<file path="src/rtl/mmio_router_if.sv">
// rtl/mmio_router_if.sv - CPU data port and per-slave bus bundle for the MMIO router.
interface mmio_router_if #(
    parameter int XLEN    = 32,
    parameter int ADDR_W  = 32,
    parameter int NUM_SLV = 2
);
    logic                      cpu_mem_req;
    logic                      cpu_mem_we;
    logic [ADDR_W-1:0]         cpu_mem_addr;
    logic [XLEN-1:0]           cpu_mem_wdata;
    logic [XLEN-1:0]           cpu_mem_rdata;
    logic                      cpu_mem_ready;
    logic                      cpu_mem_err;
    logic [NUM_SLV-1:0]        slv_req;
    logic [NUM_SLV-1:0]        slv_we;
    logic [NUM_SLV*ADDR_W-1:0] slv_addr;
    logic [NUM_SLV*XLEN-1:0]   slv_wdata;
    logic [NUM_SLV*XLEN-1:0]   slv_rdata;
    logic [NUM_SLV-1:0]        slv_ready;

    // Environment side: the CPU drives requests, the slaves drive responses.
    modport master (
        output cpu_mem_req, cpu_mem_we, cpu_mem_addr, cpu_mem_wdata,
        input  cpu_mem_rdata, cpu_mem_ready, cpu_mem_err,
        input  slv_req, slv_we, slv_addr, slv_wdata,
        output slv_rdata, slv_ready
    );

    // Router side.
    modport slave (
        input  cpu_mem_req, cpu_mem_we, cpu_mem_addr, cpu_mem_wdata,
        output cpu_mem_rdata, cpu_mem_ready, cpu_mem_err,
        output slv_req, slv_we, slv_addr, slv_wdata,
        input  slv_rdata, slv_ready
    );
endinterface

</file>
<file path="src/rtl/mmio_router.sv">
// rtl/mmio_router.sv - Base/mask address router from the CPU data port to NUM_SLV slaves.
module mmio_router #(
    parameter int                        XLEN      = 32,
    parameter int                        ADDR_W    = 32,
    parameter int                        NUM_SLV   = 2,
    parameter logic [NUM_SLV*ADDR_W-1:0] SLV_BASE  = {32'h4000_0000, 32'h0000_0000},
    parameter logic [NUM_SLV*ADDR_W-1:0] SLV_MASK  = {32'hFFFF_F000, 32'hFFFF_0000},
    parameter int                        TIMEOUT   = 255,
    parameter logic [XLEN-1:0]           ERR_RDATA = 32'hDEAD_BEEF
) (
    input  logic              clk,
    input  logic              rst,
    mmio_router_if.slave      bus,
    input  logic              err_clr,
    output logic              err_sticky,
    output logic [ADDR_W-1:0] err_addr
);
    localparam int CNT_W = (TIMEOUT < 1) ? 1 : $clog2(TIMEOUT + 1);
    localparam logic [CNT_W-1:0] CNT_LAST = CNT_W'(TIMEOUT - 1);

    typedef enum logic [1:0] {IDLE, ACCESS, RESP} state_t;

    state_t                    state, nxt_state;
    logic                      lat_we;
    logic [ADDR_W-1:0]         lat_addr;
    logic [XLEN-1:0]           lat_wdata;
    logic [NUM_SLV-1:0]        lat_sel;
    logic [CNT_W-1:0]          cnt, nxt_cnt;

    logic [NUM_SLV-1:0]        dec_sel;
    logic                      cur_we;
    logic [ADDR_W-1:0]         cur_addr;
    logic [XLEN-1:0]           cur_wdata;
    logic [NUM_SLV-1:0]        cur_sel;
    logic [XLEN-1:0]           sel_rdata;
    logic                      act_ready;
    logic                      nxt_ready;
    logic                      nxt_err;
    logic [XLEN-1:0]           nxt_rdata;
    logic                      set_err;
    logic [NUM_SLV-1:0]        nxt_slv_req;
    logic [NUM_SLV-1:0]        nxt_slv_we;
    logic [NUM_SLV*ADDR_W-1:0] nxt_slv_addr;
    logic [NUM_SLV*XLEN-1:0]   nxt_slv_wdata;

    always_ff @(posedge clk or posedge rst) begin
        if (rst) begin
            state             <= IDLE;
            lat_we            <= 1'b0;
            lat_addr          <= '0;
            lat_wdata         <= '0;
            lat_sel           <= '0;
            cnt               <= '0;
            bus.cpu_mem_ready <= 1'b0;
            bus.cpu_mem_err   <= 1'b0;
            bus.cpu_mem_rdata <= '0;
            bus.slv_req       <= '0;
            bus.slv_we        <= '0;
            bus.slv_addr      <= '0;
            bus.slv_wdata     <= '0;
            err_sticky        <= 1'b0;
            err_addr          <= '0;
        end else begin
            state <= nxt_state;
            if (state == IDLE && bus.cpu_mem_req) begin
                lat_we    <= bus.cpu_mem_we;
                lat_addr  <= bus.cpu_mem_addr;
                lat_wdata <= bus.cpu_mem_wdata;
                lat_sel   <= dec_sel;
            end
            cnt               <= nxt_cnt;
            bus.cpu_mem_ready <= nxt_ready;
            bus.cpu_mem_err   <= nxt_err;
            bus.cpu_mem_rdata <= nxt_rdata;
            bus.slv_req       <= nxt_slv_req;
            bus.slv_we        <= nxt_slv_we;
            bus.slv_addr      <= nxt_slv_addr;
            bus.slv_wdata     <= nxt_slv_wdata;
            // A new error outranks a clear arriving in the same cycle.
            if (set_err) begin
                err_sticky <= 1'b1;
                err_addr   <= cur_addr;
            end else if (err_clr) begin
                err_sticky <= 1'b0;
            end
        end
    end

    always_comb begin
        nxt_state     = state;
        nxt_cnt       = cnt;
        nxt_ready     = 1'b0;
        nxt_err       = bus.cpu_mem_err;
        nxt_rdata     = bus.cpu_mem_rdata;
        cur_we        = lat_we;
        cur_addr      = lat_addr;
        cur_wdata     = lat_wdata;
        cur_sel       = lat_sel;
        dec_sel       = '0;
        sel_rdata     = '0;
        nxt_slv_req   = '0;
        nxt_slv_we    = '0;
        nxt_slv_addr  = '0;
        nxt_slv_wdata = '0;

        // Descending scan so the lowest matching index is the one left standing.
        for (int k = NUM_SLV - 1; k >= 0; k--) begin
            if ((bus.cpu_mem_addr & SLV_MASK[k*ADDR_W +: ADDR_W]) == SLV_BASE[k*ADDR_W +: ADDR_W]) begin
                dec_sel    = '0;
                dec_sel[k] = 1'b1;
            end
        end
        for (int k = 0; k < NUM_SLV; k++) begin
            if (lat_sel[k]) sel_rdata = bus.slv_rdata[k*XLEN +: XLEN];
        end
        act_ready = |(bus.slv_ready & lat_sel);

        case (state)
            IDLE: begin
                cur_we    = bus.cpu_mem_we;
                cur_addr  = bus.cpu_mem_addr;
                cur_wdata = bus.cpu_mem_wdata;
                cur_sel   = dec_sel;
                if (bus.cpu_mem_req) begin
                    if (|dec_sel) begin
                        nxt_state = ACCESS;
                        nxt_cnt   = '0;
                    end else begin
                        nxt_state = RESP;
                        nxt_ready = 1'b1;
                        nxt_err   = 1'b1;
                        nxt_rdata = ERR_RDATA;
                    end
                end
            end
            ACCESS: begin
                nxt_cnt = cnt + 1'b1;
                if (act_ready) begin
                    nxt_state = RESP;
                    nxt_ready = 1'b1;
                    nxt_err   = 1'b0;
                    nxt_rdata = lat_we ? '0 : sel_rdata;
                end else if (TIMEOUT != 0 && cnt == CNT_LAST) begin
                    nxt_state = RESP;
                    nxt_ready = 1'b1;
                    nxt_err   = 1'b1;
                    nxt_rdata = ERR_RDATA;
                end
            end
            RESP:    nxt_state = IDLE;
            default: nxt_state = IDLE;
        endcase

        // Slave-side outputs are registered from the state being entered.
        if (nxt_state == ACCESS) begin
            for (int k = 0; k < NUM_SLV; k++) begin
                if (cur_sel[k]) begin
                    nxt_slv_req[k]                  = 1'b1;
                    nxt_slv_we[k]                   = cur_we;
                    nxt_slv_addr[k*ADDR_W +: ADDR_W] = cur_addr;
                    nxt_slv_wdata[k*XLEN +: XLEN]    = cur_wdata;
                end
            end
        end
        set_err = nxt_ready & nxt_err;
    end
endmodule

</file>
<file path="src/flat_wrapper.sv">
// flat-port wrapper written by rule: the top's interface ports become plain ports
module mmio_router_flat 
#(
    parameter int                        XLEN      = 32,
    parameter int                        ADDR_W    = 32,
    parameter int                        NUM_SLV   = 2,
    parameter logic [NUM_SLV*ADDR_W-1:0] SLV_BASE  = {32'h4000_0000, 32'h0000_0000},
    parameter logic [NUM_SLV*ADDR_W-1:0] SLV_MASK  = {32'hFFFF_F000, 32'hFFFF_0000},
    parameter int                        TIMEOUT   = 255,
    parameter logic [XLEN-1:0]           ERR_RDATA = 32'hDEAD_BEEF
)
  (clk, rst, err_clr, err_sticky, err_addr, bus_cpu_mem_req, bus_cpu_mem_we, bus_cpu_mem_addr, bus_cpu_mem_wdata, bus_cpu_mem_rdata, bus_cpu_mem_ready, bus_cpu_mem_err, bus_slv_req, bus_slv_we, bus_slv_addr, bus_slv_wdata, bus_slv_rdata, bus_slv_ready);
  mmio_router_if #(.XLEN(XLEN), .ADDR_W(ADDR_W), .NUM_SLV(NUM_SLV)) bus_i ();
  input  logic clk;
  input  logic rst;
  input  logic err_clr;
  output logic err_sticky;
  output logic [ADDR_W-1:0] err_addr;
  input wire logic [$bits(bus_i.cpu_mem_req)-1:0] bus_cpu_mem_req;
  input wire logic [$bits(bus_i.cpu_mem_we)-1:0] bus_cpu_mem_we;
  input wire logic [$bits(bus_i.cpu_mem_addr)-1:0] bus_cpu_mem_addr;
  input wire logic [$bits(bus_i.cpu_mem_wdata)-1:0] bus_cpu_mem_wdata;
  output wire logic [$bits(bus_i.cpu_mem_rdata)-1:0] bus_cpu_mem_rdata;
  output wire logic [$bits(bus_i.cpu_mem_ready)-1:0] bus_cpu_mem_ready;
  output wire logic [$bits(bus_i.cpu_mem_err)-1:0] bus_cpu_mem_err;
  output wire logic [$bits(bus_i.slv_req)-1:0] bus_slv_req;
  output wire logic [$bits(bus_i.slv_we)-1:0] bus_slv_we;
  output wire logic [$bits(bus_i.slv_addr)-1:0] bus_slv_addr;
  output wire logic [$bits(bus_i.slv_wdata)-1:0] bus_slv_wdata;
  input wire logic [$bits(bus_i.slv_rdata)-1:0] bus_slv_rdata;
  input wire logic [$bits(bus_i.slv_ready)-1:0] bus_slv_ready;
  assign bus_i.cpu_mem_req = bus_cpu_mem_req;
  assign bus_i.cpu_mem_we = bus_cpu_mem_we;
  assign bus_i.cpu_mem_addr = bus_cpu_mem_addr;
  assign bus_i.cpu_mem_wdata = bus_cpu_mem_wdata;
  assign bus_cpu_mem_rdata = bus_i.cpu_mem_rdata;
  assign bus_cpu_mem_ready = bus_i.cpu_mem_ready;
  assign bus_cpu_mem_err = bus_i.cpu_mem_err;
  assign bus_slv_req = bus_i.slv_req;
  assign bus_slv_we = bus_i.slv_we;
  assign bus_slv_addr = bus_i.slv_addr;
  assign bus_slv_wdata = bus_i.slv_wdata;
  assign bus_i.slv_rdata = bus_slv_rdata;
  assign bus_i.slv_ready = bus_slv_ready;
  mmio_router #(.XLEN(XLEN), .ADDR_W(ADDR_W), .NUM_SLV(NUM_SLV), .SLV_BASE(SLV_BASE), .SLV_MASK(SLV_MASK), .TIMEOUT(TIMEOUT), .ERR_RDATA(ERR_RDATA)) u_core (.clk(clk), .rst(rst), .bus(bus_i), .err_clr(err_clr), .err_sticky(err_sticky), .err_addr(err_addr));
endmodule
</file>
<file path="config.mk">
export PLATFORM = sky130hd
export DESIGN_NAME = mmio_router_flat
export DESIGN_NICKNAME = d
export VERILOG_FILES = /design/src/rtl/mmio_router_if.sv /design/src/rtl/mmio_router.sv /design/src/flat_wrapper.sv
export SDC_FILE = /design/constraint.sdc
export NUM_CORES = 1
export LEC_CHECK = 0
export CAP_MARGIN = 20
export CORE_AREA = 8 8 159 161
export DETAILED_ROUTE_END_ITERATION = 10
export DIE_AREA = 0 0 167 169
export GPL_ROUTABILITY_DRIVEN = 0
export GPL_TIMING_DRIVEN = 0
export MAX_ROUTING_LAYER = met4
export PLACE_DENSITY = 0.82
export SETUP_SLACK_MARGIN = 0.02
export SLEW_MARGIN = 20
export SYNTH_ARGS = -nofsm -noshare
export SYNTH_HDL_FRONTEND = slang
export SYNTH_SLANG_ARGS = --single-unit
</file>
<file path="constraint.sdc">
create_clock -name clk -period 27.4 [get_ports clk]
set_clock_uncertainty 0.15 [all_clocks]
set_input_delay 5.48 -clock clk [delete_from_list [all_inputs] [get_ports clk]]
set_output_delay 5.48 -clock clk [all_outputs]
set_load 0.02 [all_outputs]
</file>
Clock nets:
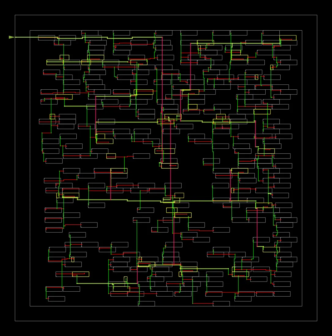
TritonCTS buffer count: 28
flop count: 276

Metal 4:
The bar under the picture is 50 um long.
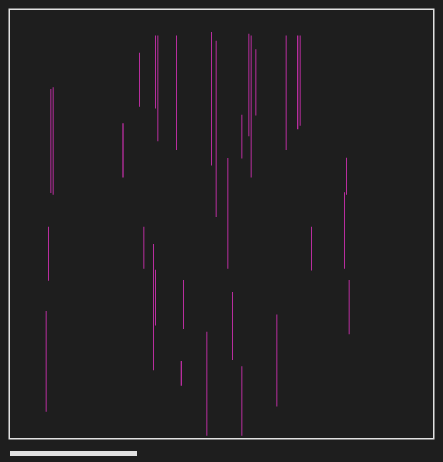
main direction: vertical
share of all routed wire: 3.1%
nets with wire on the layer: 25
longest straight run: 69.4 um
wire length on this layer: 1050 um
via count: 8405
Total Wirelength: 34.0 mm

==> results.cfg <==
; yosys + openroad results
[min_path]
min_from = u_core.err_sticky$_DFFE_PP0P_
hp-class = register to register
whs_endpoint = u_core.err_sticky$_DFFE_PP0P_
whs_path_depth = 1

[clock_tree]
clock-sinks = 276
clkLatencyLatePin_ns = 0.54
htree_levels = 1
cts_tree = built
ctsHoldBuffers = 0
root_buffer = clkbuf_16
cts_resized = 0
postCtsSetupRepairBufs = 0
clock_path_buffers = 3
clk_pin_slew_ns = 0.06

[final_timing]
layout_setup_ws_ns = 19.51
post-route-period-util_pct = 28.8
setup_tns_ns = 0
drv_slew = 0
hold_violations = 0
tightest_slew_ns = 0.917
fin_crit_ns = 7.89
timing.hold.ws_ns = 0.329
slew-limit-headroom_pct = 38.9
rsz0062_at_grt = no
timing.fmax_mhz = 127
finalSetupViolations = 0

[worst_setup_path]
critPathLaunch = bus_cpu_mem_addr[23]
critical_path_class = input pin to register
r2r_slack_ns = 24.80
worst_ep_arrival_time_ns = 8.16
crit_path_end = u_core.bus.slv_wdata[0]$_DFF_PP0_
crit_fanout = 10
crit_path_end_kind = register
worstPathRequired_ns = 27.67
start_kind = input pin
r2r_end = u_core.bus.cpu_mem_rdata[30]$_DFFE_PP0P_
rr_worst_depth = 7
reg2reg_from = u_core.lat_sel[1]$_DFFE_PP0P_

[routing]
drt_iter0_drc = 565
wl_per_cell_um = 22.1
ant_nets = 0
routed.top_layer = met4
drc_errors = 0
wl_met2_mm = 16.8
firstDrtPassIters = 5
viasPerCell = 5.45
wl_met1_mm = 13.9
dr_wl_met3_mm = 2.32

[global_route]
grtUsageMet2_pct = 40.7
grt_pass1_wl_mm = 52.9
grt_pass1_vias = 9364
gr-usage-all-layers_pct = 24.5
grt_max_degree = 85
grt.busiest_layer = met2
overflow = 0
gr-usage-met1_pct = 28.5
antenna_found_initial = 1
grt_use_met3_pct = 6.15

[layout]
final-comb-area_um2 = 3660
fill_cells = 1668
area_growth_syn_to_layout_pct = 42.3
layout-drive-gt1-share_pct = 11.1
fin_area_um2 = 15800
fin_util_pct = 69.0
regArea_um2 = 6910
layout.nets = 1368
instances_no_fill = 1542

[synthesis]
synth_cells = 865
yosys.area_share.adder_pct = 0.225
post_synth.cell_area_avg_um2 = 12.8
ys_ff = 276
xor_share_pct = 0
ys_cells = 865
edf_count = 0
mux_share_pct = 15.4
ff_type = dfrtp_1
synth_simple_gate_area_share_pct = 8.96
ys_async_sr_fraction_pct = 100
ys_seq_share_pct = 62.2
yosysChipArea_um2 = 11100
ys_sh_aoi_pct = 8.37
yosysWarnings = 0
yosysUniqueCellTypes = 48
ys_top_logic_family = multiplexers
synth_nets = 1002
netlist_area_um2 = 11100

[power_and_ir_drop]
leakagePower_nw = 6.75
power_mw = 1.01
power_density_nw_per_um2 = 63.6
max-vdd-ir-drop_v = 0.0000431

[placement]
place_inst = 1491
hpwl_mm = 25.2
io_buffers = 333
pre_cts_slack_ns = 19.01
placed_area_um2 = 14900

[run_status]
status = complete, no violations

[die]
dieArea_um2 = 28200
pin_count = 334
core-area_um2 = 22900
die_y_um = 169
rows = 56
initial_core_util_pct = 48.5
die_x_um = 167

[run]
warnings = 27
drv_cap = 0
## layout by cell type (no fill, tap or decap), types with 2 or more instances in the layout
| master | instances |
|---|---|
| a21o_1 | 3 |
| and3_1 | 4 |
| clkbuf_16 | 28 |
| clkbuf_1 | 57 |
| buf_6 | 9 |
| buf_4 | 3 |
| inv_1 | 35 |
| clkdlybuf4s50_1 | 333 |
| mux2_2 | 65 |
| o31a_1 | 25 |
| buf_16 | 3 |
| a211oi_1 | 6 |
| nor2_1 | 4 |
| nand2_1 | 14 |
| nand2b_1 | 4 |
| and2_1 | 2 |
| buf_8 | 3 |
| mux2i_1 | 98 |
| nand4_1 | 4 |
| o21ai_0 | 30 |
| nand3_1 | 6 |
| dfrtp_1 | 276 |
| ha_1 | 2 |
| o32ai_1 | 8 |
| buf_2 | 7 |
| nor2b_1 | 4 |
| a22oi_1 | 33 |
| o221ai_1 | 4 |
| nor4_1 | 4 |
| buf_1 | 6 |
| and4_1 | 3 |
| nor3_1 | 133 |
| a21oi_1 | 4 |
| clkbuf_8 | 8 |
## Yosys cell counts (all sizes together) (2+ instances only)
library cell | n | area share [%]
a21oi | 4 | 0.18
nand2b | 4 | 0.23
o21ai | 30 | 1.4
a211oi | 6 | 0.41
o211ai | 2 | 0.30
nand3 | 7 | 0.36
nor3 | 134 | 6.1
clkbuf | 47 | 1.6
nor2b | 4 | 0.23
nor2 | 5 | 0.19
mux2 | 65 | 6.6
mux2i | 98 | 8.8
a21o | 3 | 0.20
ha | 2 | 0.23
o221ai | 4 | 0.32
inv | 36 | 1.2
and3 | 4 | 0.23
o32ai | 8 | 0.63
nor4 | 4 | 0.23
dfrtp | 276 | 62
o31a | 25 | 2.0
a22oi | 33 | 2.2
buf | 28 | 2.0
and4 | 3 | 0.24
nand2 | 14 | 0.47
nand4 | 4 | 0.23
and2 | 2 | 0.11
## worst max-delay path: stages
cell and delay (ns):
clkdlybuf4s50_1 0.45, nor4_1 0.42, nand4_1 0.34, o41a_1 0.49, clkbuf_1 0.30, clkbuf_1 0.35, nor3_1 0.32
## power breakdown
group	total (mW)	leakage, nW	switching [mW]	internal, mW
Combinational	0.171	2.82	0.0870	0.0840
Sequential	0.460	3.50	0.0185	0.442
Clock	0.374	0.439	0.155	0.220
Total	1.01	6.75	0.260	0.745
## state kept, by name, indices dropped and copies added (netlist names), 2 cells and up
signal / flops
u_core.bus.slv_addr: 64
u_core.bus.slv_wdata: 64
u_core.bus.cpu_mem_rdata: 32
u_core.err_addr: 32
u_core.lat_addr: 32
u_core.lat_wdata: 32
u_core.cnt: 8
u_core.bus.slv_req: 2
u_core.bus.slv_we: 2
u_core.lat_sel: 2
u_core.state: 2
## area by class of cell
cell class | instances | share of cell area (%)
clock buffer | 46 | 5.37
inverter | 36 | 0.903
antenna | 1 | 0.0158
tap | 290 | 2.30
sequential | 276 | 43.7
buffer | 75 | 2.55
clock inverter | 4 | 0.372
multi-input combinational | 478 | 23.2
timing repair buffer | 336 | 21.6
Power is estimated from default activity; no workload was simulated.
